$ cat src/rtl/fsm3_pkg.sv
// Shared definitions for the "101" Moore recogniser.
// Contents:
//   fsm3_state_t - state encoding, A/B/C/D = 0..3 (D is the match state)
//   fsm3_next    - transition function for one accepted bit
// This is the only place the transition table lives. Every user calls fsm3_next.
package fsm3_pkg;

    typedef enum logic [1:0] {
        ST_A = 2'd0,
        ST_B = 2'd1,
        ST_C = 2'd2,
        ST_D = 2'd3
    } fsm3_state_t;

    // Next state after accepting bit 'in' while in 'state'.
    // D behaves like B on a 1 and like B on a 0. This gives overlapping
    // detection, and it means D never transitions directly back to D.
    function automatic fsm3_state_t fsm3_next(input fsm3_state_t state, input logic in);
        fsm3_state_t nxt;
        case (state)
            ST_A:    nxt = in ? ST_B : ST_A;
            ST_B:    nxt = in ? ST_B : ST_C;
            ST_C:    nxt = in ? ST_D : ST_A;
            ST_D:    nxt = in ? ST_B : ST_C;
            default: nxt = ST_A;
        endcase
        return nxt;
    endfunction

endpackage

$ cat src/rtl/fsm3_seq_tracker.sv
// Registered "101" recogniser with match statistics.
// Ports:
//   clk          - rising-edge clock
//   areset       - asynchronous active-high reset
//   in           - serial data bit
//   in_valid     - qualifies 'in'; state and statistics hold when low
//   clear        - synchronous clear of state and statistics; takes priority over in_valid
//   state        - current state, A=0 B=1 C=2 D=3
//   out          - Moore output, high while in D (combinational from state)
//   hit          - one-cycle pulse after each entry into D
//   hit_count    - saturating count of entries into D (CW bits)
//   bit_pos      - index of the next bit to be accepted, wraps modulo 2^PW
//   last_hit_pos - bit_pos of the bit that completed the latest match
module fsm3_seq_tracker
    import fsm3_pkg::*;
#(
    parameter int CW = 8,
    parameter int PW = 8
) (
    input  logic          clk,
    input  logic          areset,
    input  logic          in,
    input  logic          in_valid,
    input  logic          clear,
    output logic [1:0]    state,
    output logic          out,
    output logic          hit,
    output logic [CW-1:0] hit_count,
    output logic [PW-1:0] bit_pos,
    output logic [PW-1:0] last_hit_pos
);

    localparam logic [CW-1:0] CNT_MAX = '1;

    fsm3_state_t   state_reg, state_next;
    logic          hit_reg, hit_next;
    logic [CW-1:0] count_reg, count_next;
    logic [PW-1:0] pos_reg, pos_next;
    logic [PW-1:0] last_reg, last_next;

    logic          accept;
    logic          match;
    fsm3_state_t   table_next;

    // State and statistics registers
    always_ff @(posedge clk or posedge areset) begin
        if (areset) begin
            state_reg <= ST_A;
            hit_reg   <= 1'b0;
            count_reg <= '0;
            pos_reg   <= '0;
            last_reg  <= '0;
        end else begin
            state_reg <= state_next;
            hit_reg   <= hit_next;
            count_reg <= count_next;
            pos_reg   <= pos_next;
            last_reg  <= last_next;
        end
    end

    // Next-state and statistics update
    always_comb begin
        accept     = in_valid && !clear;
        table_next = fsm3_next(state_reg, in);
        match      = accept && (table_next == ST_D);

        state_next = state_reg;
        hit_next   = 1'b0;      // hit lasts only one cycle, even while idling in D
        count_next = count_reg;
        pos_next   = pos_reg;
        last_next  = last_reg;

        if (clear) begin
            state_next = ST_A;
            count_next = '0;
            pos_next   = '0;
            last_next  = '0;
        end else if (accept) begin
            state_next = table_next;
            pos_next   = pos_reg + PW'(1);
            if (match) begin
                hit_next  = 1'b1;
                last_next = pos_reg;    // position of the completing bit, before the increment
                if (count_reg != CNT_MAX) begin
                    count_next = count_reg + CW'(1);
                end
            end
        end
    end

    // Outputs
    always_comb begin
        state        = state_reg;
        out          = (state_reg == ST_D);
        hit          = hit_reg;
        hit_count    = count_reg;
        bit_pos      = pos_reg;
        last_hit_pos = last_reg;
    end

endmodule

$ cat config.mk
export PLATFORM = sky130hd
export DESIGN_NAME = fsm3_seq_tracker
export DESIGN_NICKNAME = d
export VERILOG_FILES = /design/src/rtl/fsm3_pkg.sv /design/src/rtl/fsm3_seq_tracker.sv
export SDC_FILE = /design/constraint.sdc
export NUM_CORES = 1
export LEC_CHECK = 0
export CELL_PAD_IN_SITES_DETAIL_PLACEMENT = 0
export CELL_PAD_IN_SITES_GLOBAL_PLACEMENT = 1
export CORE_UTILIZATION = 30
export DETAILED_ROUTE_END_ITERATION = 7
export GPL_TIMING_DRIVEN = 0
export PLACE_DENSITY = 0.62
export SYNTH_ARGS = -nofsm -noshare
export SYNTH_HDL_FRONTEND = slang
export SYNTH_SLANG_ARGS = --single-unit
export TNS_END_PERCENT = 5
$ cat constraint.sdc
create_clock -name clk -period 3.2 [get_ports clk]
set_input_delay 0.48 -clock clk [delete_from_list [all_inputs] [get_ports clk]]
set_output_delay 0.48 -clock clk [all_outputs]
set_load 0.01 [all_outputs]
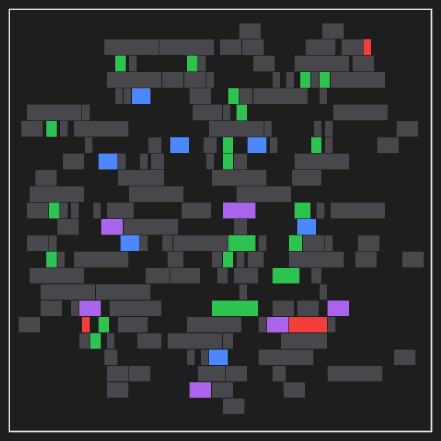
(selected gate families)
Drawn at 6 px/um.
purple -> multiplexers  # cells 6
blue -> XOR/XNOR gates  # cells 7
red -> inverters  # cells 3
green -> inverting AOI/OAI gates  # cells 20

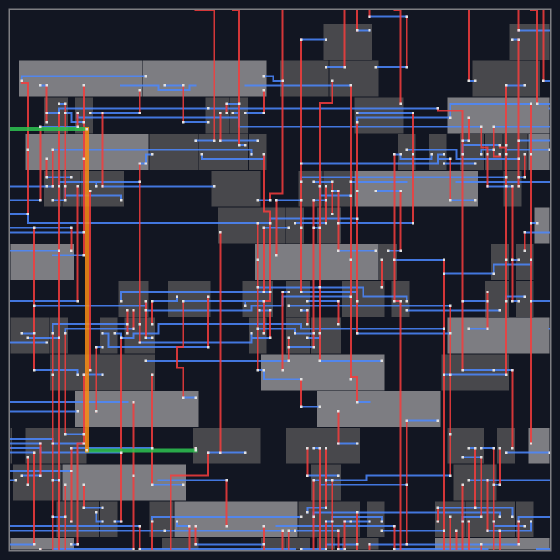
(close-up of the layout)
Region (15, 29) to (55, 69) um. Cells in grey, sequential cells in the stronger grey; small squares are vias.
blue -> met1
green -> met3
orange -> met4
red -> met2
netlist names of flops here include = bit_pos (7), last_hit_pos (4), hit_count (2)
cells with their middle in the window = 77
most frequent = nand2_1 (15), dfrtp_1 (13), clkdlybuf4s50_1 (8)
sequential cells in the window = 13

==> run summary <==
run metrics: total clock sinks=27, mapped cell area=1390 um^2, non-clk buf share=20.3%, post-cts sizing count=0, tool warning count=26, Post-route DRC=0, Reg2Reg Setup Slack=1660 ps, final worst slack=1320 ps, Multi-In Gates=95, WS Path Type=reg -> out, status=finished clean, Crit path max-delay family=buffers and inverters, Layout clock area frac=2.69%, final hold violation count=0, post-layout period usage=58.9%, Worst Setup EP=hit_count[3], max-cap viol count=0, R2R cell count=5, comb pwr=0.0472 mW, Layout Skew=11.5 ps, pin count of the biggest net entering global routing=28, Fillers=441, inverter count=3, Reg clk slew, reported paths=110 ps, Reg area=676 um^2, Layout Cells excl Fill=218, Min Hold Slack=413 ps, sequential share of the synthesized area=48.5%, count leader, synth=dfrtp_1, met3 usage=2.45%, WP buf/inv=1, final WL=3140 um, clk_buf instances=3, synthesis-to-layout area growth=30.5%, met1 Usage GRT=19.2%, sequential power=0.352 mW, sw frac=24.7%, Worst Setup SP=hit_count[3], Seq cells=27, top cell type by total area after synthesis=dfrtp_1, crit end category=primary output, power share of the clock group=33.8%, combinational share of cell area=34.8%, Top cells excl fill/tap=clkdlybuf4s50_1 (31), dfrtp_1 (27), nand2_1 (24), top cell category=sequential cells, Buffers excl. clock=37
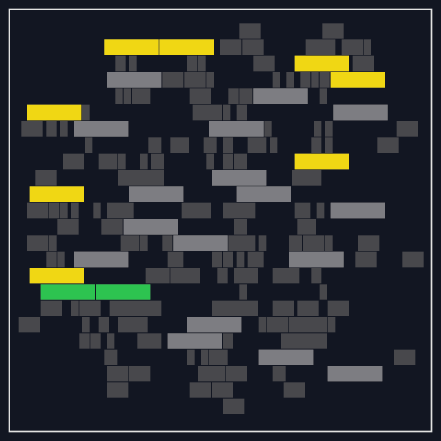
(sequential cells grouped by signal name)
Drawn at 6 px/um. Other sequential cells in the stronger grey, the rest of the logic in the fainter grey.
yellow -> last_hit_pos  # flops 8
green -> state  # flops 2
not coloured = 17

No activity file was given, so power comes from the tool's default toggle rates.
